--- config.mk ---
export PLATFORM = sky130hd
export DESIGN_NAME = wave_sequencer_flat
export DESIGN_NICKNAME = d
export VERILOG_FILES = /design/src/rtl/wave_sequencer_if.sv /design/src/rtl/wave_sequencer.sv /design/src/flat_wrapper.sv
export SDC_FILE = /design/constraint.sdc
export NUM_CORES = 1
export LEC_CHECK = 0
export CELL_PAD_IN_SITES_DETAIL_PLACEMENT = 2
export CELL_PAD_IN_SITES_GLOBAL_PLACEMENT = 2
export CORE_MARGIN = 10
export CORE_UTILIZATION = 47
export DETAILED_ROUTE_END_ITERATION = 8
export PLACE_DENSITY_LB_ADDON = 0.15
export SETUP_SLACK_MARGIN = 0.15
export SLEW_MARGIN = 30
export SYNTH_ARGS = -nofsm -noshare
export SYNTH_HDL_FRONTEND = slang
export SYNTH_SLANG_ARGS = --single-unit
--- constraint.sdc ---
create_clock -name clk -period 4.4 [get_ports clk]
set_clock_uncertainty 0.1 [all_clocks]
set_input_delay 0.66 -clock clk [delete_from_list [all_inputs] [get_ports clk]]
set_output_delay 0.66 -clock clk [all_outputs]
set_load 0.02 [all_outputs]
--- src/rtl/wave_sequencer_if.sv ---
// Bus between the profile sequencer and its host/WaveGenerator side.
// The slave modport is the sequencer; the master modport drives config and start/stop.
interface wave_sequencer_if #(
  parameter int unsigned N  = 32,
  parameter int unsigned D  = 24,
  parameter int unsigned AW = 3
);
  logic          cfg_we;
  logic [AW-1:0] cfg_addr;
  logic [1:0]    cfg_wave_sel;
  logic [N-1:0]  cfg_freq;
  logic [N-1:0]  cfg_duty;
  logic [D-1:0]  cfg_dwell;
  logic [AW-1:0] last_idx;
  logic          loop_en;
  logic          start;
  logic          stop;
  logic [1:0]    wave_sel;
  logic [N-1:0]  freq_ctrl;
  logic [N-1:0]  duty_cycle;
  logic          gen_rst;
  logic          busy;
  logic          done;
  logic [AW-1:0] cur_idx;

  modport slave (
    input  cfg_we, cfg_addr, cfg_wave_sel, cfg_freq, cfg_duty, cfg_dwell,
    input  last_idx, loop_en, start, stop,
    output wave_sel, freq_ctrl, duty_cycle, gen_rst, busy, done, cur_idx
  );

  modport master (
    output cfg_we, cfg_addr, cfg_wave_sel, cfg_freq, cfg_duty, cfg_dwell,
    output last_idx, loop_en, start, stop,
    input  wave_sel, freq_ctrl, duty_cycle, gen_rst, busy, done, cur_idx
  );
endinterface

--- src/rtl/wave_sequencer.sv ---
// Profile sequencer for WaveGenerator: plays a table of (wave_sel, freq, duty, dwell)
// entries in order, holding the generator in reset for one LOAD cycle between profiles.
module wave_sequencer #(
  parameter int unsigned N     = 32,
  parameter int unsigned D     = 24,
  parameter int unsigned DEPTH = 8,
  parameter int unsigned AW    = 3
) (
  input  logic              clk,
  input  logic              rst,
  wave_sequencer_if.slave   bus
);

  typedef enum logic [1:0] {
    S_IDLE  = 2'd0,
    S_LOAD  = 2'd1,
    S_DWELL = 2'd2
  } state_t;

  state_t        r_state;
  logic [1:0]    r_tab_sel   [DEPTH];
  logic [N-1:0]  r_tab_freq  [DEPTH];
  logic [N-1:0]  r_tab_duty  [DEPTH];
  logic [D-1:0]  r_tab_dwell [DEPTH];

  logic [1:0]    r_wave_sel;
  logic [N-1:0]  r_freq_ctrl;
  logic [N-1:0]  r_duty_cycle;
  logic          r_gen_rst;
  logic          r_busy;
  logic          r_done;
  logic [AW-1:0] r_cur_idx;
  logic [D-1:0]  r_cnt;

  logic [D-1:0]  w_dwell;

  assign w_dwell = r_tab_dwell[r_cur_idx];

  // Profile table: never reset, so host configuration survives rst.
  always_ff @(posedge clk) begin
    if (bus.cfg_we) begin
      r_tab_sel[bus.cfg_addr]   <= bus.cfg_wave_sel;
      r_tab_freq[bus.cfg_addr]  <= bus.cfg_freq;
      r_tab_duty[bus.cfg_addr]  <= bus.cfg_duty;
      r_tab_dwell[bus.cfg_addr] <= bus.cfg_dwell;
    end
  end

  // Sequencing FSM; stop outranks dwell expiry and start is only honoured in IDLE.
  always_ff @(posedge clk or posedge rst) begin
    if (rst) begin
      r_state      <= S_IDLE;
      r_wave_sel   <= 2'd0;
      r_freq_ctrl  <= '0;
      r_duty_cycle <= '0;
      r_gen_rst    <= 1'b1;
      r_busy       <= 1'b0;
      r_done       <= 1'b0;
      r_cur_idx    <= '0;
      r_cnt        <= '0;
    end else begin
      r_done <= 1'b0;
      case (r_state)
        S_IDLE: begin
          if (bus.start && !bus.stop) begin
            r_state   <= S_LOAD;
            r_cur_idx <= '0;
            r_busy    <= 1'b1;
          end
        end
        S_LOAD: begin
          if (bus.stop) begin
            r_state   <= S_IDLE;
            r_busy    <= 1'b0;
            r_gen_rst <= 1'b1;
          end else begin
            r_state      <= S_DWELL;
            r_wave_sel   <= r_tab_sel[r_cur_idx];
            r_freq_ctrl  <= r_tab_freq[r_cur_idx];
            r_duty_cycle <= r_tab_duty[r_cur_idx];
            r_gen_rst    <= 1'b0;
            r_cnt        <= (w_dwell == '0) ? '0 : w_dwell - D'(1);
          end
        end
        S_DWELL: begin
          if (bus.stop) begin
            r_state   <= S_IDLE;
            r_busy    <= 1'b0;
            r_gen_rst <= 1'b1;
          end else if (r_cnt != '0) begin
            r_cnt <= r_cnt - D'(1);
          end else begin
            r_gen_rst <= 1'b1;
            if (r_cur_idx != bus.last_idx) begin
              r_state   <= S_LOAD;
              r_cur_idx <= r_cur_idx + AW'(1);
            end else if (bus.loop_en) begin
              r_state   <= S_LOAD;
              r_cur_idx <= '0;
            end else begin
              r_state <= S_IDLE;
              r_busy  <= 1'b0;
              r_done  <= 1'b1;
            end
          end
        end
        default: begin
          r_state   <= S_IDLE;
          r_busy    <= 1'b0;
          r_gen_rst <= 1'b1;
        end
      endcase
    end
  end

  assign bus.wave_sel   = r_wave_sel;
  assign bus.freq_ctrl  = r_freq_ctrl;
  assign bus.duty_cycle = r_duty_cycle;
  assign bus.gen_rst    = r_gen_rst;
  assign bus.busy       = r_busy;
  assign bus.done       = r_done;
  assign bus.cur_idx    = r_cur_idx;

endmodule

--- src/flat_wrapper.sv ---
// flat-port wrapper written by rule: the top's interface ports become plain ports
module wave_sequencer_flat 
#(
  parameter int unsigned N     = 32,
  parameter int unsigned D     = 24,
  parameter int unsigned DEPTH = 8,
  parameter int unsigned AW    = 3
)
  (clk, rst, bus_cfg_we, bus_cfg_addr, bus_cfg_wave_sel, bus_cfg_freq, bus_cfg_duty, bus_cfg_dwell, bus_last_idx, bus_loop_en, bus_start, bus_stop, bus_wave_sel, bus_freq_ctrl, bus_duty_cycle, bus_gen_rst, bus_busy, bus_done, bus_cur_idx);
  wave_sequencer_if #(.N(N), .D(D), .AW(AW)) bus_i ();
  input  logic clk;
  input  logic rst;
  input wire logic [$bits(bus_i.cfg_we)-1:0] bus_cfg_we;
  input wire logic [$bits(bus_i.cfg_addr)-1:0] bus_cfg_addr;
  input wire logic [$bits(bus_i.cfg_wave_sel)-1:0] bus_cfg_wave_sel;
  input wire logic [$bits(bus_i.cfg_freq)-1:0] bus_cfg_freq;
  input wire logic [$bits(bus_i.cfg_duty)-1:0] bus_cfg_duty;
  input wire logic [$bits(bus_i.cfg_dwell)-1:0] bus_cfg_dwell;
  input wire logic [$bits(bus_i.last_idx)-1:0] bus_last_idx;
  input wire logic [$bits(bus_i.loop_en)-1:0] bus_loop_en;
  input wire logic [$bits(bus_i.start)-1:0] bus_start;
  input wire logic [$bits(bus_i.stop)-1:0] bus_stop;
  output wire logic [$bits(bus_i.wave_sel)-1:0] bus_wave_sel;
  output wire logic [$bits(bus_i.freq_ctrl)-1:0] bus_freq_ctrl;
  output wire logic [$bits(bus_i.duty_cycle)-1:0] bus_duty_cycle;
  output wire logic [$bits(bus_i.gen_rst)-1:0] bus_gen_rst;
  output wire logic [$bits(bus_i.busy)-1:0] bus_busy;
  output wire logic [$bits(bus_i.done)-1:0] bus_done;
  output wire logic [$bits(bus_i.cur_idx)-1:0] bus_cur_idx;
  assign bus_i.cfg_we = bus_cfg_we;
  assign bus_i.cfg_addr = bus_cfg_addr;
  assign bus_i.cfg_wave_sel = bus_cfg_wave_sel;
  assign bus_i.cfg_freq = bus_cfg_freq;
  assign bus_i.cfg_duty = bus_cfg_duty;
  assign bus_i.cfg_dwell = bus_cfg_dwell;
  assign bus_i.last_idx = bus_last_idx;
  assign bus_i.loop_en = bus_loop_en;
  assign bus_i.start = bus_start;
  assign bus_i.stop = bus_stop;
  assign bus_wave_sel = bus_i.wave_sel;
  assign bus_freq_ctrl = bus_i.freq_ctrl;
  assign bus_duty_cycle = bus_i.duty_cycle;
  assign bus_gen_rst = bus_i.gen_rst;
  assign bus_busy = bus_i.busy;
  assign bus_done = bus_i.done;
  assign bus_cur_idx = bus_i.cur_idx;
  wave_sequencer #(.N(N), .D(D), .DEPTH(DEPTH), .AW(AW)) u_core (.clk(clk), .rst(rst), .bus(bus_i));
endmodule
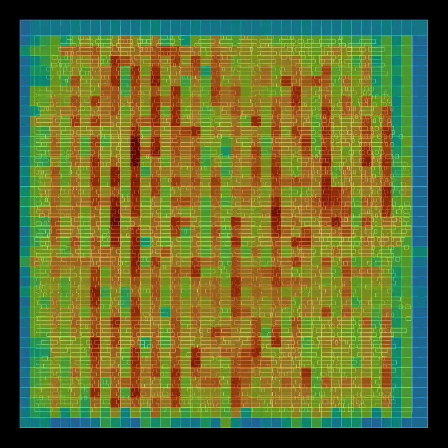
(images/congestion_map.png)
utilization after layout: 56.1%
met2 layer usage reported by global route: 40.0%
average routed wire per standard cell: 32.8 um
overall track demand over capacity in global routing: 23.3%

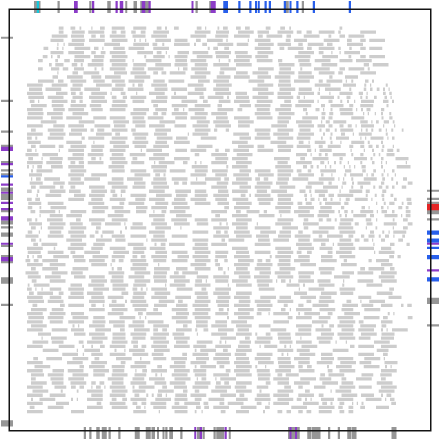
(images/pinout.png)
Drawn at 1.5 px/um. Pins as bars across the die edge, other pins in grey.
- red: bus_last_idx (pins 3; direction input; edge right)
- purple: bus_duty_cycle (pins 32; direction output; edge 13 top, 12 left, 5 bottom, 2 right)
- cyan: bus_cfg_we (pins 1; direction input; edge top)
- blue: bus_cfg_dwell (pins 24; direction input; edge 14 top, 9 right, 1 left)
width of the die: 280 um
Die Span Y: 280 um
I/O Buffers: 173

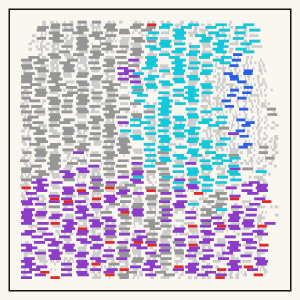
(images/ff_map.png)
Drawn at 1 px/um. Other sequential cells in the stronger grey, the rest of the logic in the fainter grey.
- blue: u_core.r_cnt (sequential cells 24)
- red: u_core.bus.freq_ctrl (sequential cells 32)
- purple: u_core.r_tab_freq (sequential cells 256)
- cyan: u_core.r_tab_dwell (sequential cells 192)
Power Sequential: 0.00930 W
Sequential cell area: 24,100 um2

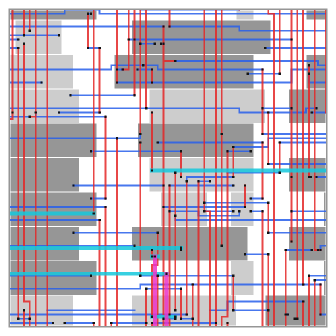
(images/closeup.png)
Window x 127 to 152, y 71 to 96 um. Cells in grey, sequential cells in the stronger grey; small squares are vias.
- red: M2
- magenta: M4
- cyan: M3
- blue: M1
- cells with their middle in the window: 17
- sequential cells in the window: 7
- netlist names of flops here include: u_core.r_tab_duty (3), u_core.bus.duty_cycle (2), u_core.r_tab_freq (2)
- most frequent: edfxtp_1 (5), mux4_2 (4)

==> COMMIT_EDITMSG <==
Record implementation results from latest flow run

* Outcome: finished, final reports clean
- The critical path runs through a total of 8 cells.
- Counting cells, the worst reg-to-reg path comes to 8.
- Worst-path maximum fanout: 35
* Cell total in the yosys stat output: about 1,600
* Area fraction in mux cells: between 15 and 20%
- Post-detailed-route count of antenna-violating nets: 0
- Final routed wirelength across all metal layers: 90.0 mm
- Top Layer Used: met5
* Count of synthesis-stage warnings from yosys: 0
- The final timing report gives a worst setup slack of around 680 ps.
- Kind of cell adding the most delay to the critical path: multiplexers
- Design internal power: ~0.014 W
* Average via count per standard cell: about 5.9
- Iteration count of the initial detailed-routing pass: 4
- Worst R2R Start: u_core.bus.cur_idx[1]
- Global-route met3 utilization: between 4 and 5%
- Gate count of the mapped netlist: about 1,600
- The finished cells cover 37,600 um2.
- Top post-synthesis cells by count: 720 x sky130_fd_sc_hd__edfxtp_1, 166 x sky130_fd_sc_hd__mux4_2, 108 x sky130_fd_sc_hd__nand2_1
- Final Wtd Congestion: between 0.7 and 0.8
- Chain of cells forming the critical path: mux4_1 -> mux2i_1 -> nand4_4 -> nor3_1 -> nand3_1 -> nand2_1 -> buf_4 -> o221ai_1
- Number of DRC violations after detailed routing: 0
* Count of placed standard cells including taps: 2,581
- STA classifies the critical path startpoint as a register.
- Setup total negative slack on the finished layout was measured at 0 ps.
- Per the power-grid run, VDD falls by no more than 0.000380 V.
- Leaving out buffers and inverters, the combinational logic in the layout accounts for about 7300 um2.
- After synthesis, flip-flops and latches occupy approximately three quarters of the total area.
- Syn Std Cell Area: around 32,000 um2
- Setup slack of the most critical reg-to-reg path: just under 700 ps
- After Yosys synthesis, XOR and XNOR cells account for 0.662% of the synthesized area.
- Layout cells sized above 1: roughly 20%
- For this design the ratio of total power to cell area is between 400 and 500 nW/um2.
- Sink of the worst hold path: u_core.bus.duty_cycle[30]
* Count of H-tree levels built during CTS: 3
* Clock-pin slew reported for the worst setup and hold paths after clock tree synthesis: around 60 ps
- Top non-seq family: multiplexers
* Initial core utilization: between 40 and 50%
- Based on the critical path, the design can be clocked at up to between 200 and 300 MHz.
* Final worst-path cycle share: 84.5%
- Number of global-route vias before repair: around 19,000
- Hold violation count in the final report: 0
- For this run, global-route usage on met1 was measured as between 30% and 40%.
* Total net switching power: between 0.004 and 0.005 W
- Most frequently placed logic cells in the final layout: 720 x sky130_fd_sc_hd__edfxtp_1, 173 x sky130_fd_sc_hd__clkdlybuf4s50_1, 166 x sky130_fd_sc_hd__mux4_2, 108 x sky130_fd_sc_hd__nand2_1, 94 x sky130_fd_sc_hd__dfrtp_1
* Count of nets after finishing: approximately 1,900
- The final layout report lists a non-clock buffer count of between 200 and 250.
* Critical path data required time: 4750 ps
* Crit path largest cell delay: about 830 ps
* Post-cts resize count: 0
- Register fraction of the total cell area: between 60% and 70%
* Placed Area: between 30,000 and 40,000 um2
- Worst-case setup slack after placement: 711 ps
* Summed standard-cell area reported by yosys: 31,800 um2
* Buffer cell driving the clock tree root: sky130_fd_sc_hd__clkbuf_16
- The core region is between 60,000 and 70,000 um2.
- For reference, full adder, half adder and majority cells occupy less than 1% of the area reported after synthesis.
* Number of ports placed on the die boundary: about 170
* Total leakage power: approximately 12 nW
- CTS reports a maximum clock tree buffer depth of 3.
* Total congestion overflow: 0
- The worst hold path begins at u_core.bus.duty_cycle[30].
- Worst min-delay path class: register to register
- Wl on met1: ~37 mm
- Clock buffer count in the final layout: ~120
- Cell at the slowest stage of the critical path: sky130_fd_sc_hd__dfrtp_4
- Among all flip-flop cells after synthesis, the most frequent one is sky130_fd_sc_hd__edfxtp_1.
- Logic power comb: just over 0.002 W
* Clk network pwr share: 39.1%
* Number of CTS-inserted buffers: around 84
No activity file was given, so power comes from the tool's default toggle rates.
